Design universal_seq_gen_flat, sky130hd; sources not shown.
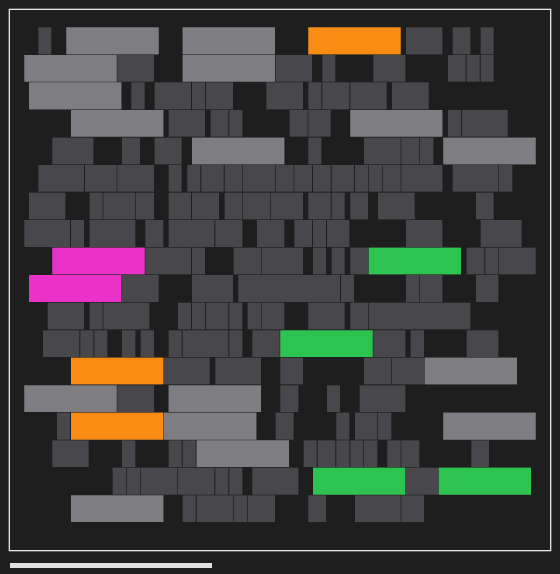
Run 1: sequential cells colored by netlist name
The bar under the picture is 20 µm long. Other sequential cells in the stronger gray, the rest of the logic in the fainter gray.
[orange] u_core.seq_q | sequential cells: 3
[magenta] u_core.state_q | sequential cells: 2
[green] u_core.gap_cnt_q | sequential cells: 4
Seq/total area: 0.354
Util after Layout: 0.713
Flop area: 626 µm²

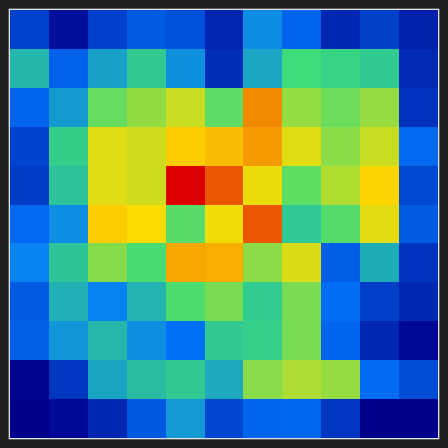
Run 1: wire density map
The die is cut into 11 by 11 equal tiles; dark blue is low, red is high, scaled to the fullest tile. Values are wire area over tile area, all layers added.
tiles over half the peak: 37%
mean over tiles: 0.19
nearly empty tiles: 5.0%
densest ninth of the die: center
fullest tile: 0.48
gr usage total: 0.278
WL per Instance: 16.2 µm
detailed-route via count: 1297
Routed WL: 3480 µm

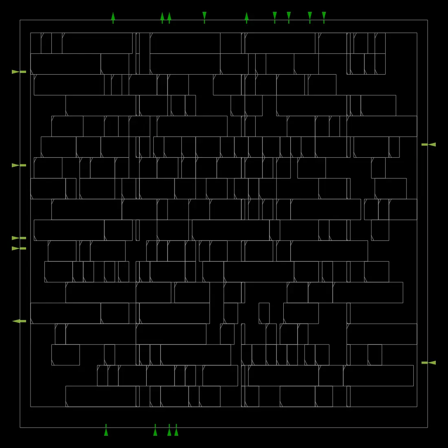
Run 1: cell outlines without signal wires
row cnt: 18
TAP cells: 30
Seq cells: 25

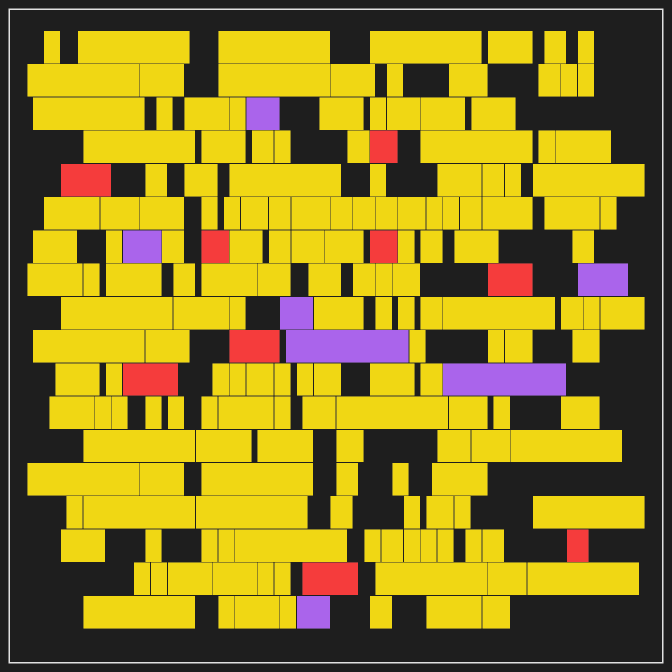
Run 1: cells by drive strength
[purple] x3 and x4 | cells: 7
[yellow] x1 and smaller | cells: 169
[red] x2 | cells: 9
setup ws final: 4.38 ns
Area growth syn-to-layout: 15.5%
count of non-CTS buffers in the layout: 19
Design Area, Final: 1770 µm²

==> reports/qor.csv, run 1 <==
metric,value,unit
GRT busiest layer,met2,
clock sink count,25,
# diodes,0,
Slew @ Worst Pin,0.601,ns
Syn Std Cell Area,1530,µm²
ys async rst share,1.00,
Clock power frac,0.088,
top cell type's share of synthesized area,0.409,
FMAX,311,MHz
RSZ-0062 raised after global routing,false,
Main synth FF type,dfrtp_1,
most frequent cells in the layout,"nand2_1 (32), dfrtp_1 (25), clkdlybuf4s50_1 (18), inv_1 (17), ha_1 (12)",
HP Class,flop to flop,
largest net degree at the start of global routing,26,
H-tree depth,1,
Starting Density,0.618,
Leading cell kind,logic gates,
Leakage,0.808,nW
Die Area,2850,µm²
cts repair resizes,0,
vias per cell,6.03,
I/O Pins,20,
initial antenna violation count,0,
Data buffer area share,0.105,
OpenROAD warning count,34,
outcome,completed,
fin crit share,0.423,
"Setup Fix Bufs, Post-CTS",0,
Filler Cell Count,190,
Mux area share,0.00736,
WL met3,109,µm
drt initial violations,37,
CP Buf/Inv Count,2,
delay of the slowest critical-path stage,0.67,ns
switching pwr,319,µW
Synth Warn #,0,
Hold Crit Depth,2,
CTS max path bufs,2,
endpoint type of the worst setup path,flop,
CTS Root Cell,clkbuf_4,
Final GP Congestion,0.875,
sequential share of power,0.355,
distinct lib cells,45,
Top cell excl fill/tap,nand2_1,
synthesized instance count,165,
-- run 1: per-stage QoR --
stage / power [mW] / area, µm² / hold slack, ns / utilization / cells
global route: 0.770 / 1770 / 0.448 / 0.713 / 215
detailed placement: 0.649 / 1750 / 0.393 / 0.705 / 211
global placement: 0.620 / 1750 / 0.389 / 0.705 / 211
finish: 0.712 / 1770 / 0.425 / 0.713 / 215
CTS: 0.712 / 1770 / 0.423 / 0.715 / 215
floorplan: 0.532 / 1530 / 0.346 / - / 165
-- run 1: power by group through the flow --
stage	clock network, mW	registers (mW)	logic (mW)
final	0.0623	0.252	0.397
after global routing	0.0677	0.262	0.441
after CTS	0.0630	0.252	0.397
after detailed placement	0	0.255	0.394
after global placement	0	0.252	0.368
after floorplan	0	0.242	0.290
--- run 2 (diff from run 1) ---
Settings changed: CORE_UTILIZATION 58 to 54.
Clock period 7.6 ns to 3.3 ns, I/O delays scaled along.
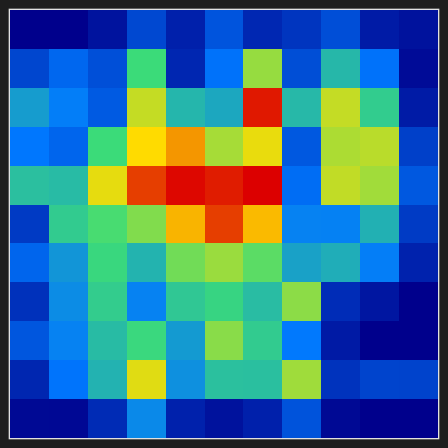
Run 2: wire density map
The die is cut into 11 by 11 equal tiles; dark blue is low, red is high, scaled to the fullest tile. Values are wire area over tile area, all layers added.
mean over tiles: 0.17
fullest tile: 0.51
emptiest ninth of the die: south-east
Routed WL: 3290 µm
gr usage total: 0.236
detailed-route via count: 1289

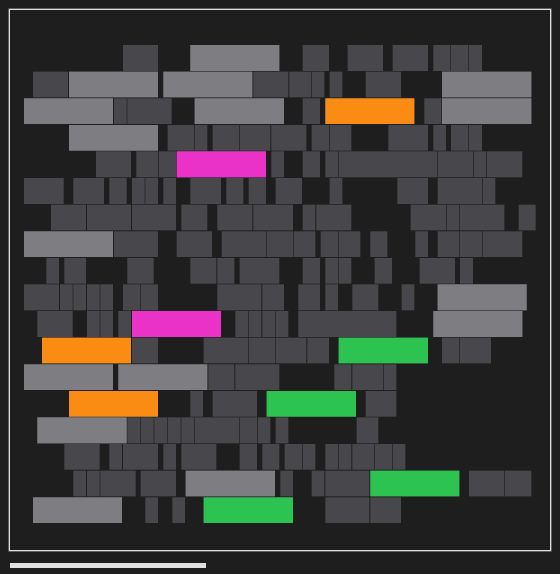
Run 2: sequential cells colored by netlist name
The bar under the picture is 20 µm long. Other sequential cells in the stronger gray, the rest of the logic in the fainter gray.
[green] u_core.gap_cnt_q | sequential cells: 4
[magenta] u_core.state_q | sequential cells: 2
[orange] u_core.seq_q | sequential cells: 3
not colored: 16
Util after Layout: 0.696
Seq/total area: 0.350
P_seq: 583 µW

==> run 2 against run 1 <==
  * Utilization decreased by 1.7 points
  * Critical endpoint unchanged
  * Global-route usage down 4.2 points
  * Hold slack worse by 0.019 ns
  * Highest routed layer unchanged
  * Sequential power up 130%
==> reports/qor.csv, run 2 <==
metric,value,unit
Slew @ Worst Pin,0.552,ns
drt initial violations,47,
WL per Instance,15.1,µm
CTS Root Cell,clkbuf_4,
placed cells,213,
Syn Std Cell Area,1530,µm²
total clock network power,136,µW
CTS max path bufs,2,
endpoint type of the worst setup path,flop,
CP Buf/Inv Count,3,
Hold Slack,0.406,ns
switching pwr,718,µW
Die Area,3050,µm²
combinational power,900,µW
FMAX,362,MHz
Mux area share,0.00736,
RSZ-0062 raised after global routing,false,
"Setup Fix Bufs, Post-CTS",0,
WL met3,131,µm
Main synth FF type,dfrtp_1,
largest power group,combinational cells,
OpenROAD warning count,34,
delay of the slowest critical-path stage,0.46,ns
Synth Warn #,0,
HP Class,primary input to async pin,
row cnt,18,
largest net degree at the start of global routing,26,
H-tree depth,1,
area post-placement,1760,µm²
synthesized instance count,165,
initial antenna violation count,0,
sequential share of power,0.360,
Final GP Congestion,0.857,
outcome,completed,
cts repair resizes,0,
Leakage,0.821,nW
GRT busiest layer,met2,
syn avg cell area,9.27,µm²
# diodes,0,
GR Util met2,0.403,
Top cell excl fill/tap,nand2_1,
top cell type's share of synthesized area,0.409,
setup ws final,0.540,ns
vias per cell,5.94,
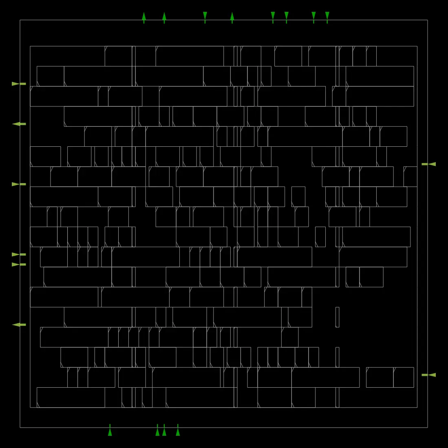
Run 2: cell outlines without signal wires
Final Non-Filler Cells: 217
Filler Cell Count: 210

## run 2: kinds of logic after synthesis
kind of cell,after synthesis
compound gates,46
fa+ha+maj,12
flops,25
buf+inv,20
mux,1
simple gates,61
## run 2: final cells by class
class | instances | area (µm²) | share of cell area
Multi-Input combinational cell | 120 | 828 | 0.463
Sequential cell | 25 | 626 | 0.350
Timing Repair Buffer | 21 | 205 | 0.115
Inverter | 17 | 63.8 | 0.0357
Tap cell | 30 | 37.5 | 0.0210
Clock buffer | 3 | 22.5 | 0.0126
Clock inverter | 1 | 5.00 | 0.00280
No activity file was given, so power comes from the tool's default toggle rates.
